`src/rtl/store_buffer.sv`:
```
// In-order store buffer fed by the store-AGU pipe.
// Each accepted store is reported to the ROB one cycle later. Non-trapping
// stores are then held until the ROB commits them, and committed stores are
// drained to the data cache one at a time over a req/ack handshake.
// Three pointers (head, cmt, tail) split the ring into a committed region
// [head, cmt) and a speculative region [cmt, tail). Each pointer carries one
// extra wrap bit so that a full ring and an empty ring can be told apart.
module store_buffer #(
  parameter int         DEPTH    = 8,
  parameter logic [6:0] ALE_CODE = 7'h09
) (
  input  logic        Clk,
  input  logic        Rest,
  input  logic        SBFlash,
  input  logic        SBInAble,
  input  logic [7:0]  SBInMicOp,
  input  logic [31:0] SBInWDate,
  input  logic [1:0]  SBInMAT,
  input  logic [31:0] SBInPAddr,
  input  logic        SBInTrap,
  input  logic [6:0]  SBInTrapCode,
  input  logic        SBInWbAble,
  input  logic [6:0]  SBInWbAddr,
  input  logic [5:0]  SBInRobPtr,
  output logic        SBFull,
  output logic        SBDoneAble,
  output logic [5:0]  SBDoneRobPtr,
  output logic        SBDoneTrap,
  output logic [6:0]  SBDoneTrapCode,
  output logic        SBDoneWbAble,
  output logic [6:0]  SBDoneWbAddr,
  input  logic        CommitAble,
  input  logic [5:0]  CommitRobPtr,
  output logic        DcReq,
  output logic [31:0] DcAddr,
  output logic [31:0] DcDate,
  output logic [3:0]  DcMask,
  output logic        DcUncache,
  input  logic        DcAck
);

  localparam int IW = $clog2(DEPTH);

  typedef logic [IW:0] ptr_t;

  typedef enum logic {
    DRAIN_IDLE = 1'b0,
    DRAIN_REQ  = 1'b1
  } drain_state_t;

  // Ring pointers: oldest entry, first uncommitted entry, next free slot.
  ptr_t head;
  ptr_t cmt;
  ptr_t tail;
  ptr_t cmt_next;
  ptr_t count;

  drain_state_t drain_state;

  // Entry storage. The address is kept word-aligned because byte placement
  // is already encoded in the mask and the lane-replicated data.
  logic [5:0]  ent_rob  [DEPTH];
  logic [29:0] ent_word [DEPTH];
  logic [31:0] ent_data [DEPTH];
  logic [3:0]  ent_mask [DEPTH];
  logic        ent_unc  [DEPTH];

  logic [IW-1:0] head_idx;
  logic [IW-1:0] cmt_idx;
  logic [IW-1:0] tail_idx;

  logic [1:0]  in_size;
  logic        misaligned;
  logic        in_trap;
  logic [6:0]  in_code;
  logic [3:0]  in_mask;
  logic [31:0] in_data;
  logic        accept;
  logic        alloc;
  logic        commit_hit;

  // Only the size field of the micro-op matters to this block.
  logic unused_micop;
  assign unused_micop = &{1'b0, SBInMicOp[7:2]};

  assign head_idx = head[IW-1:0];
  assign cmt_idx  = cmt[IW-1:0];
  assign tail_idx = tail[IW-1:0];

  assign count  = tail - head;
  assign SBFull = (count == ptr_t'(DEPTH));

  assign accept = SBInAble & ~SBFull & ~SBFlash & ~Rest;
  assign alloc  = accept & ~in_trap;

  // Decode the incoming store: alignment trap, byte strobe and lane data.
  always_comb begin
    in_size    = SBInMicOp[1:0];
    misaligned = 1'b0;
    in_mask    = 4'b1111;
    in_data    = SBInWDate;
    case (in_size)
      2'b00: begin
        in_mask = 4'b0001 << SBInPAddr[1:0];
        in_data = {4{SBInWDate[7:0]}};
      end
      2'b01: begin
        misaligned = SBInPAddr[0];
        in_mask    = SBInPAddr[1] ? 4'b1100 : 4'b0011;
        in_data    = {2{SBInWDate[15:0]}};
      end
      default: begin
        misaligned = (SBInPAddr[1:0] != 2'b00);
        in_mask    = 4'b1111;
        in_data    = SBInWDate;
      end
    endcase
    in_trap = SBInTrap | misaligned;
    in_code = SBInTrap ? SBInTrapCode : ALE_CODE;
  end

  // A commit only advances cmt when it names the oldest uncommitted entry.
  always_comb begin
    commit_hit = CommitAble && (cmt != tail) && (ent_rob[cmt_idx] == CommitRobPtr);
    cmt_next   = commit_hit ? cmt + 1'b1 : cmt;
  end

  // Write non-trapping stores into the slot at tail, already formatted for the cache.
  always_ff @(posedge Clk) begin
    if (alloc) begin
      ent_rob[tail_idx]  <= SBInRobPtr;
      ent_word[tail_idx] <= SBInPAddr[31:2];
      ent_data[tail_idx] <= in_data;
      ent_mask[tail_idx] <= in_mask;
      ent_unc[tail_idx]  <= (SBInMAT == 2'b00);
    end
  end

  // Advance the commit and allocation pointers; a flush rewinds tail to the
  // post-commit cmt so that a same-cycle commit still survives.
  always_ff @(posedge Clk) begin
    if (Rest) begin
      cmt  <= '0;
      tail <= '0;
    end else begin
      cmt <= cmt_next;
      if (SBFlash) begin
        tail <= cmt_next;
      end else if (alloc) begin
        tail <= tail + 1'b1;
      end
    end
  end

  // Register the completion report one cycle after every accepted store.
  always_ff @(posedge Clk) begin
    if (Rest || SBFlash) begin
      SBDoneAble     <= 1'b0;
      SBDoneRobPtr   <= '0;
      SBDoneTrap     <= 1'b0;
      SBDoneTrapCode <= '0;
      SBDoneWbAble   <= 1'b0;
      SBDoneWbAddr   <= '0;
    end else begin
      SBDoneAble     <= accept;
      SBDoneRobPtr   <= accept ? SBInRobPtr : 6'd0;
      SBDoneTrap     <= accept & in_trap;
      SBDoneTrapCode <= (accept && in_trap) ? in_code : 7'd0;
      SBDoneWbAble   <= accept & SBInWbAble;
      SBDoneWbAddr   <= accept ? SBInWbAddr : 7'd0;
    end
  end

  // Drain committed entries to the cache one at a time, leaving a one-cycle
  // gap between requests; the request fields stay frozen until the ack.
  always_ff @(posedge Clk) begin
    if (Rest) begin
      drain_state <= DRAIN_IDLE;
      head        <= '0;
      DcReq       <= 1'b0;
      DcAddr      <= '0;
      DcDate      <= '0;
      DcMask      <= '0;
      DcUncache   <= 1'b0;
    end else begin
      case (drain_state)
        DRAIN_IDLE: begin
          DcReq <= 1'b0;
          if (head != cmt) begin
            drain_state <= DRAIN_REQ;
            DcReq       <= 1'b1;
            DcAddr      <= {ent_word[head_idx], 2'b00};
            DcDate      <= ent_data[head_idx];
            DcMask      <= ent_mask[head_idx];
            DcUncache   <= ent_unc[head_idx];
          end
        end
        DRAIN_REQ: begin
          if (DcAck) begin
            drain_state <= DRAIN_IDLE;
            DcReq       <= 1'b0;
            head        <= head + 1'b1;
          end
        end
        default: begin
          drain_state <= DRAIN_IDLE;
          DcReq       <= 1'b0;
        end
      endcase
    end
  end

endmodule

```
`config.mk`:
```
export PLATFORM = sky130hd
export DESIGN_NAME = store_buffer
export DESIGN_NICKNAME = d
export VERILOG_FILES = /design/src/rtl/store_buffer.sv
export SDC_FILE = /design/constraint.sdc
export NUM_CORES = 1
export LEC_CHECK = 0
export ABC_AREA = 1
export CAP_MARGIN = 20
export CELL_PAD_IN_SITES_DETAIL_PLACEMENT = 1
export CELL_PAD_IN_SITES_GLOBAL_PLACEMENT = 1
export CORE_ASPECT_RATIO = 0.8
export CORE_MARGIN = 2
export CORE_UTILIZATION = 53
export CTS_BUF_LIST = sky130_fd_sc_hd__clkbuf_4 sky130_fd_sc_hd__clkbuf_8
export CTS_CLUSTER_SIZE = 20
export DETAILED_ROUTE_END_ITERATION = 12
export PLACE_DENSITY_LB_ADDON = 0.12
export SLEW_MARGIN = 20
export SYNTH_ARGS = -nofsm -noshare
export SYNTH_HDL_FRONTEND = slang
export SYNTH_SLANG_ARGS = --single-unit
```
`constraint.sdc`:
```
create_clock -name Clk -period 25.6 [get_ports Clk]
set_clock_uncertainty 0.2 [all_clocks]
set_input_delay 5.12 -clock Clk [delete_from_list [all_inputs] [get_ports Clk]]
set_output_delay 5.12 -clock Clk [all_outputs]
set_load 0.02 [all_outputs]
```
Run 1, routing congestion:
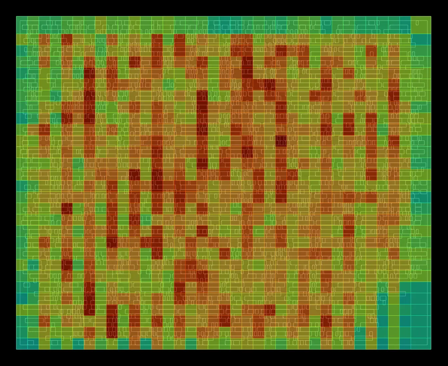
met2 Usage GRT: 0.4875
GRT Util Overall: 0.2889
met1 track demand over resource: 0.3794

Run 1, port wiring:
Bar = 100 um.
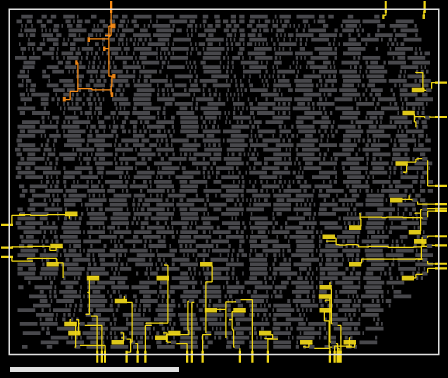
port	colour	bits	direction	edge	end cells	buffers	wire
`Rest`	orange	1	input	north	7	1	129 um
`DcAddr`	yellow	32	output	17 south, 10 east, 3 west, 2 north	32	30	1200 um
number of primary I/O pins: 202
Port-buffer cells: 193

Run 1, supply network:
Bar = 100 um. Pins as bars on the die edge.
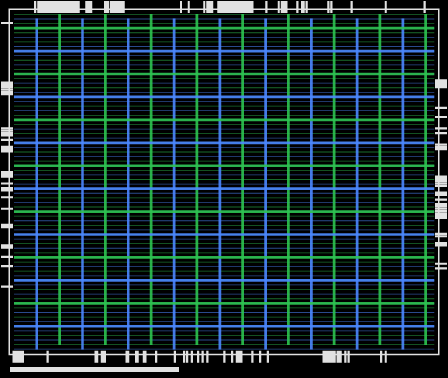
net	colour
VDD	green
VSS	blue
met1 rails	74
met4 straps	18
rows	73

==> out/qor.rpt, run 1 <==
OUTCOME
---------------------------------------------------------------------------------------
Result of the run                                                          complete, no violations

FINISH
---------------------------------------------------------------------------------------
Commonest non-fill, non-tap cells in the layout                            584 x sky130_fd_sc_hd__edfxtp_1, 306 x sky130_fd_sc_hd__nor2_1, 277 x sky130_fd_sc_hd__nand2_1
Fraction of area in registers                                                    0.6317
Largest cell class                                                            registers
Area of all placed cells without fillers                                     31080 um^2
Clock buf count                                                                     161
#MultiIn Comb                                                                      1251
Inserted Diodes                                                                       0
Area overhead of the layout relative to synthesis                                17.40%
Fillcell total                                                                     4952
Number of ordinary and repair buffers in the finished layout                        219

DETAILED ROUTING
---------------------------------------------------------------------------------------
Metal2 WL                                                                      37140 um
DR top layer                                                                       met4
Via-per-instance ratio                                                            5.854
Routed met1 length                                                             30560 um
Met3 wirelength from detailed routing                                           4024 um
Average detailed-routed wire length per instance                               23.82 um
Number of violations reported at the end of detailed-routing iteration 0           1406
WL final                                                                       73840 um
Post-detailed-route DRC marker count                                                  0

CLOCK NETWORK
---------------------------------------------------------------------------------------
CTS sink cnt                                                                        688
Maximum level of the CTS H-tree                                                       3
Count of hold-fix buffers inserted at cts                                             0
Clk buf depth                                                                         3
Setup fix buffers added after clock tree synthesis                                    0
Clock-pin transition on the worst setup and hold timing paths                   0.07 ns

SYNTHESIS
---------------------------------------------------------------------------------------
Number of flops mapped to enable cells by yosys                                     584
Top cells by area                                                          sky130_fd_sc_hd__edfxtp_1 66%, sky130_fd_sc_hd__dfxtp_1 7.9%, sky130_fd_sc_hd__o21ai_0 4.9%
Share of synthesized area occupied by flip-flops and latches                     0.7412
Yosys Instances                                                                    2155
Adder Share, Synth                                                             0.002836
Top flip-flop cell by instance count after synthesis                       sky130_fd_sc_hd__edfxtp_1
Number of distinct library cells after synthesis                                     33

STA
---------------------------------------------------------------------------------------
RSZ-0062 raised after global routing                                              false
Final Max Slew Viols                                                                  0
Setup total negative slack                                                         0 ns
Post-route fraction of the period consumed by the critical path                  0.3792
Final worst hold slack                                                        0.3280 ns
Worst path setup slack after routing                                           15.89 ns
Post-layout minimum cycle time                                                 9.706 ns

WORST SETUP PATH
---------------------------------------------------------------------------------------
WP data required                                                               20.28 ns
Stages on worst setup path                                                            9
Critical Path Start Type                                                      flip-flop
Cells traversed along the worst timing path                                clkinv_2 > ha_1 > inv_1 > o21bai_1 > a21oi_1 > xnor2_1 > nand2_1 > inv_1 > clkdlybuf4s50_1
Kind of critical path                                                           reg2out
Critical path's largest stage delay                                             0.96 ns
Worst Path Buf+Inv                                                                    4
Worst setup path startpoint                                                     head[1]
Termination of the worst setup path                                              SBFull
Reg-to-reg startpoint                                                           head[1]

FLOW RUN
---------------------------------------------------------------------------------------
Number of max-cap violations                                                          0

POWER AND IR DROP
---------------------------------------------------------------------------------------
Leak pwr                                                                       10.79 nW
Comb pwr share                                                                    0.047
Part of the power in the clock network                                            0.414
Power per cell area                                                        73.71 nW/um^2
Clock net power                                                                0.949 mW

GLOBAL ROUTING
---------------------------------------------------------------------------------------
Busiest layer in global routing                                                    met2
Vias in the first global route                                                    19510

MIN PATH
---------------------------------------------------------------------------------------
Startpoint of the lowest-slack hold path                                          DcReq
Number of stages on the worst hold path                                               2

DIE
---------------------------------------------------------------------------------------
Floorplan die width                                                            253.9 um
Die Y                                                                          203.9 um
Core Util at FP                                                                  0.5347
Num rows                                                                             73
Area enclosed by the die boundary                                            51760 um^2
Core region area                                                             49510 um^2

PLACEMENT
---------------------------------------------------------------------------------------
Cell area reported after detailed placement                                  28880 um^2

Run 1, local utilization:
Bar = 100 um. 25 x 20 tiles, from black (low) to pale yellow (high), 0 to 100% covered.
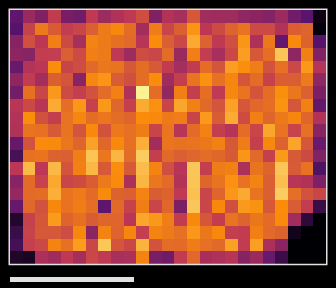

==> run 1 -> run 2 <==
--- a/config.mk
+++ b/config.mk
@@ -11,7 +11,7 @@
 export CELL_PAD_IN_SITES_GLOBAL_PLACEMENT = 1
 export CORE_ASPECT_RATIO = 0.8
 export CORE_MARGIN = 2
-export CORE_UTILIZATION = 53
+export CORE_UTILIZATION = 45
 export CTS_BUF_LIST = sky130_fd_sc_hd__clkbuf_4 sky130_fd_sc_hd__clkbuf_8
 export CTS_CLUSTER_SIZE = 20
 export DETAILED_ROUTE_END_ITERATION = 12
==> constraint.sdc (replaced) <==
create_clock -name Clk -period 8.9 [get_ports Clk]
set_clock_uncertainty 0.2 [all_clocks]
set_input_delay 1.78 -clock Clk [delete_from_list [all_inputs] [get_ports Clk]]
set_output_delay 1.78 -clock Clk [all_outputs]
set_load 0.02 [all_outputs]
Run 2, local utilization:
Bar = 100 um. 28 x 22 tiles, from black (low) to pale yellow (high), 0 to 100% covered.
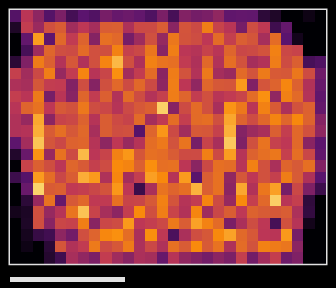
tiles over 75% full	6.0%
fullest tile	91%
nearly empty tiles	5.0%
mean over tiles	50%

==> run 2 against run 1 <==
Net effect: design area increased by 0.85%; worst setup slack got worse by 13 ns; sequential share of layout area decreased by 0.53 points; global-route usage decreased by 4.9 points; first-iteration DRC count decreased by 13%; via count decreased by 0.81%; register-to-register slack got worse by 15 ns; sequential power increased to 2.9 times the previous value; synthesized area unchanged; clock power increased to 2.9 times the previous value; critical path type is now in2reg; largest cell class unchanged; highest routed layer is now met5.
==> out/qor.rpt, run 2 <==
SYNTHESIS
---------------------------------------------------------------------------------------
Yosys Instances                                                                    2155   unchanged
Share of synthesized area occupied by flip-flops and latches                     0.7412   unchanged
Top cells by area                                                          sky130_fd_sc_hd__edfxtp_1 66%, sky130_fd_sc_hd__dfxtp_1 7.9%, sky130_fd_sc_hd__o21ai_0 4.9%
Share of flip-flops with an asynchronous set or reset                                 0
Summed instance area of the synthesized netlist                              26470 um^2
Adder Share, Synth                                                             0.002836   unchanged
Number of flops mapped to enable cells by yosys                                     584   unchanged
Synthesized-area fraction occupied by and/or/nand/nor cells                     0.09747
Top flip-flop cell by instance count after synthesis                       sky130_fd_sc_hd__edfxtp_1
Number of distinct library cells after synthesis                                     33   unchanged

STA
---------------------------------------------------------------------------------------
Final Max Slew Viols                                                                  0   unchanged
Post-route fraction of the period consumed by the critical path                  0.6458
Post-layout minimum cycle time                                                 5.748 ns
RSZ-0062 raised after global routing                                              false
Setup total negative slack                                                         0 ns   unchanged
Worst path setup slack after routing                                           3.152 ns   -12.74 ns
Final worst hold slack                                                        0.3024 ns   -0.02561 ns

CLOCK NETWORK
---------------------------------------------------------------------------------------
Clock-pin transition on the worst setup and hold timing paths                   0.06 ns   about the same
Clk buf depth                                                                         3   unchanged
CTS sink cnt                                                                        688   unchanged
Count of hold-fix buffers inserted at cts                                             0   unchanged
Clock network latency to the later pin of the worst-skew pair                   0.69 ns
Setup fix buffers added after clock tree synthesis                                    0   unchanged

FINISH
---------------------------------------------------------------------------------------
Inserted Diodes                                                                       0   unchanged
Number of ordinary and repair buffers in the finished layout                        222   +1.4%
#MultiIn Comb                                                                      1251   unchanged
Fraction of area in registers                                                    0.6263   -0.005345
Area overhead of the layout relative to synthesis                                18.40%
Clock network share of area                                                     0.07274
Register bank with the most flops                                              ent_data
Largest cell class                                                            registers
Area used by multi-input combinational logic                                  5991 um^2
Fillcell total                                                                     5927   +20%
Tally of non-filler cells in the final layout                                      3201
Clock buf count                                                                     178   +11%
Commonest non-fill, non-tap cells in the layout                            584 x sky130_fd_sc_hd__edfxtp_1, 306 x sky130_fd_sc_hd__nor2_1, 277 x sky130_fd_sc_hd__nand2_1
Area of all placed cells without fillers                                     31340 um^2   +0.85%
Max reg flops                                                                       256

MIN PATH
---------------------------------------------------------------------------------------
Startpoint of the lowest-slack hold path                                          DcReq
Number of stages on the worst hold path                                               2   unchanged

POWER AND IR DROP
---------------------------------------------------------------------------------------
Comb pwr share                                                                    0.046   about the same
Clock net power                                                                 2.78 mW   +190%
Flop pwr share                                                                    0.534
Power per cell area                                                        211.9 nW/um^2   +190%
Part of the power in the clock network                                            0.419   +0.005

WORST SETUP PATH
---------------------------------------------------------------------------------------
Critical Path Start Type                                                     input port
Reg-to-reg startpoint                                                           head[1]
Critical path's largest stage delay                                             0.88 ns   -0.08 ns
Worst Path Buf+Inv                                                                    3   -1
Worst setup path startpoint                                                SBInMicOp[1]
Cells traversed along the worst timing path                                clkdlybuf4s50_1 > nor2_2 > inv_1 > a21oi_1 > nand3_1 > nor3_2 > buf_4
Stages on worst setup path                                                            7   -2
WP data required                                                                9.01 ns   -11.27 ns
Termination of the worst setup path                                        ent_word[6][22]
Kind of critical path                                                            in2reg

DETAILED ROUTING
---------------------------------------------------------------------------------------
Via-per-instance ratio                                                            5.623   -3.9%
Average detailed-routed wire length per instance                               22.66 um   -4.9%
Met3 wirelength from detailed routing                                           4539 um   +13%
Post-detailed-route DRC marker count                                                  0   unchanged
Number of violations reported at the end of detailed-routing iteration 0           1229   -13%
Routed met1 length                                                             31750 um   +3.9%
Metal2 WL                                                                      34440 um   -7.3%
DR top layer                                                                       met5

DIE
---------------------------------------------------------------------------------------
Num rows                                                                             79   +8.2%
Number of primary I/O pins                                                          202   unchanged
Core region area                                                             58120 um^2   +17%
Area enclosed by the die boundary                                            60790 um^2   +17%
Core Util at FP                                                                  0.4554   -0.07926

GLOBAL ROUTING
---------------------------------------------------------------------------------------
Met1 track demand over resource                                                  0.3285   -0.05094
GRT Util Overall                                                                 0.2397   -0.04914
Busiest layer in global routing                                                    met2
Met2 Usage GRT                                                                   0.3826   -0.1049
Vias in the first global route                                                    19180   -1.7%

OUTCOME
---------------------------------------------------------------------------------------
Result of the run                                                          complete, no violations

FLOW RUN
---------------------------------------------------------------------------------------
Number of max-cap violations                                                          0   unchanged

PLACEMENT
---------------------------------------------------------------------------------------
Port-buffer cells                                                                   193   unchanged
Cell area reported after detailed placement                                  29060 um^2   +0.63%

Run 2, supply network:
Bar = 100 um. Pins as bars on the die edge.
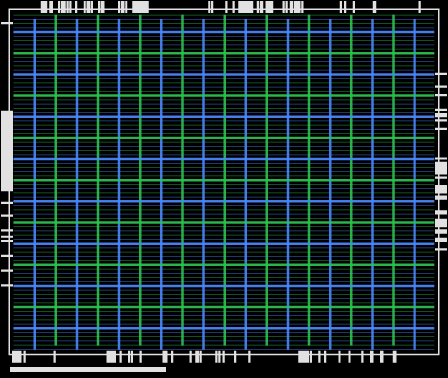
Die Y: 220.9 um
floorplan die width: 275.2 um

Run 2, port wiring:
Bar = 100 um.
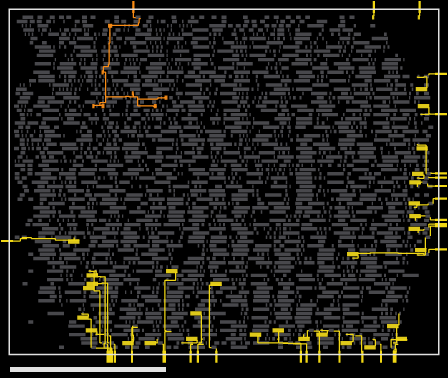

==> run 2 -> run 3 <==
==> constraint.sdc (replaced) <==
create_clock -name Clk -period 4.7 [get_ports Clk]
set_clock_uncertainty 0.2 [all_clocks]
set_input_delay 0.94 -clock Clk [delete_from_list [all_inputs] [get_ports Clk]]
set_output_delay 0.94 -clock Clk [all_outputs]
set_load 0.02 [all_outputs]
Run 3, port wiring:
Bar = 100 um.
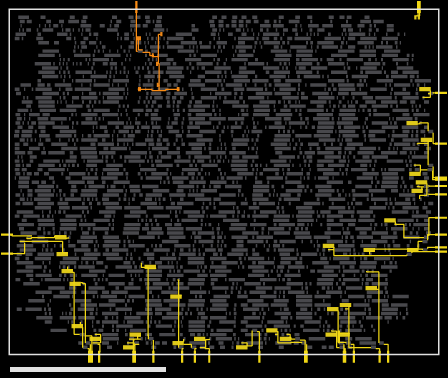
port	colour	bits	direction	edge	end cells	buffers	wire
`DcAddr`	yellow	32	output	18 south, 10 east, 2 north, 2 west	32	30	1020 um
`Rest`	orange	1	input	north	7	1	117 um

==> run 3 against run 2 <==
Net effect: design area increased by 0.70%; non-clock buffer count increased by 12; via count about the same; total power increased by 89%; die size did not move; synthesized area unchanged; critical path type is now reg2out; critical endpoint is now SBFull; largest cell class unchanged; highest routed layer unchanged.
==> out/qor.rpt, run 3 <==
OUTCOME
---------------------------------------------------------------------------------------
Result of the run                                                          complete, no violations

WORST SETUP PATH
---------------------------------------------------------------------------------------
Termination of the worst setup path                                              SBFull
Cells traversed along the worst timing path                                inv_4 > ha_1 > inv_1 > o21bai_1 > or2_0 > a21oi_1 > nand2_1 > inv_1 > clkdlybuf4s50_1
Critical path endpoint category                                              output pin
WP data required                                                                3.56 ns   -5.45 ns
Worst Path Buf+Inv                                                                    4   +1
Stages on worst setup path                                                            9   +2
Kind of critical path                                                           reg2out
Reg-to-reg startpoint                                                           head[1]
Critical Path Start Type                                                      flip-flop
Worst setup path startpoint                                                     head[1]
Critical path's largest stage delay                                             0.59 ns   -0.29 ns

GLOBAL ROUTING
---------------------------------------------------------------------------------------
Global-route congestion overflow total                                                0
Met2 Usage GRT                                                                   0.3968   +0.01418
Vias in the first global route                                                    18980   -1.0%
Busiest layer in global routing                                                    met2
Number of antenna violations at the first check in global routing                     3
Met1 track demand over resource                                                  0.3245   -0.003979
GRT Util Overall                                                                 0.2428   +0.003038

FINISH
---------------------------------------------------------------------------------------
Number of ordinary and repair buffers in the finished layout                        234   +5.4%
Clock network share of area                                                     0.07167   -0.001062
Fraction of area in registers                                                    0.6220   -0.004370
Fraction of area in multi-input gates                                            0.1904
Inserted Diodes                                                                       1   +1
Area of all placed cells without fillers                                     31560 um^2   +0.70%
Clock buf count                                                                     180   +1.1%
Area used by multi-input combinational logic                                  6010 um^2   +0.31%
Largest cell class                                                            registers
Tally of non-filler cells in the final layout                                      3217   +0.50%
Fillcell total                                                                     5959   +0.54%
Register bank with the most flops                                              ent_data
Commonest non-fill, non-tap cells in the layout                            584 x sky130_fd_sc_hd__edfxtp_1, 306 x sky130_fd_sc_hd__nor2_1, 277 x sky130_fd_sc_hd__nand2_1
#MultiIn Comb                                                                      1251   unchanged
Max reg flops                                                                       256   unchanged

DETAILED ROUTING
---------------------------------------------------------------------------------------
Routed met1 length                                                             31660 um   -0.28%
Metal2 WL                                                                      35050 um   +1.8%
Met3 wirelength from detailed routing                                           4209 um   -7.3%
Via-per-instance ratio                                                            5.591   -0.57%
WL final                                                                       72990 um
Post-detailed-route DRC marker count                                                  0   unchanged
DR top layer                                                                       met5
Average detailed-routed wire length per instance                               22.69 um   +0.14%
Number of violations reported at the end of detailed-routing iteration 0           1351   +9.9%

POWER AND IR DROP
---------------------------------------------------------------------------------------
Part of the power in the clock network                                            0.416   -0.003
Flop pwr share                                                                    0.536   +0.002
Power per cell area                                                        396.9 nW/um^2   +87%
Comb pwr share                                                                    0.047   about the same
Clock net power                                                                 5.21 mW   +87%
Net Switching                                                                  2.709 mW

SYNTHESIS
---------------------------------------------------------------------------------------
Top cells by area                                                          sky130_fd_sc_hd__edfxtp_1 66%, sky130_fd_sc_hd__dfxtp_1 7.9%, sky130_fd_sc_hd__o21ai_0 4.9%
Top cell type by instance count after synthesis                            sky130_fd_sc_hd__edfxtp_1
Yosys Instances                                                                    2155   unchanged
Number of distinct library cells after synthesis                                     33   unchanged
Synthesized-area fraction occupied by and/or/nand/nor cells                     0.09747   unchanged
Share of synthesized area occupied by flip-flops and latches                     0.7412   unchanged
Largest area contributor in the synthesized netlist                        sky130_fd_sc_hd__edfxtp_1
Share of flip-flops with an asynchronous set or reset                                 0   unchanged
Adder Share, Synth                                                             0.002836   unchanged
Top flip-flop cell by instance count after synthesis                       sky130_fd_sc_hd__edfxtp_1
Summed instance area of the synthesized netlist                              26470 um^2   unchanged
Number of flops mapped to enable cells by yosys                                     584   unchanged

STA
---------------------------------------------------------------------------------------
Worst path setup slack after routing                                          0.5693 ns   -2.583 ns
Post-layout minimum cycle time                                                 4.131 ns
RSZ-0062 raised after global routing                                              false
Final Max Slew Viols                                                                  0   unchanged
Max transition margin                                                            0.3353
Post-route fraction of the period consumed by the critical path                  0.8789
Final worst hold slack                                                        0.3036 ns   +0.001209 ns
Setup total negative slack                                                         0 ns   unchanged

CLOCK NETWORK
---------------------------------------------------------------------------------------
Clock-pin transition on the worst setup and hold timing paths                   0.06 ns   about the same
CTS sink cnt                                                                        688   unchanged
Count of hold-fix buffers inserted at cts                                             0   unchanged
Clk buf depth                                                                         3   unchanged
Clock network latency to the later pin of the worst-skew pair                   0.72 ns   +0.03 ns
Setup fix buffers added after clock tree synthesis                                    0   unchanged

DIE
---------------------------------------------------------------------------------------
Die Y                                                                          220.9 um   unchanged
Core Util at FP                                                                  0.4554   unchanged
Number of primary I/O pins                                                          202   unchanged
Num rows                                                                             79   unchanged
Floorplan die width                                                            275.2 um   unchanged
Area enclosed by the die boundary                                            60790 um^2   unchanged

PLACEMENT
---------------------------------------------------------------------------------------
Cell area reported after detailed placement                                  29240 um^2   +0.62%
Port-buffer cells                                                                   193   unchanged

FLOW RUN
---------------------------------------------------------------------------------------
Number of max-cap violations                                                          0   unchanged

MIN PATH
---------------------------------------------------------------------------------------
Number of stages on the worst hold path                                               2   unchanged
Startpoint of the lowest-slack hold path                                          DcReq

Run 3, supply network:
Bar = 100 um. Pins as bars on the die edge.
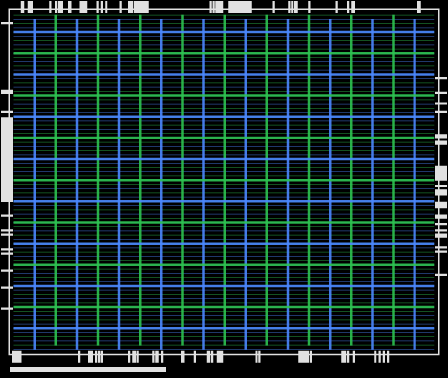
core region area: 58120 um^2
highest ir drop seen on vdd: 0.2273 mV

No activity file was given, so power comes from the tool's default toggle rates.
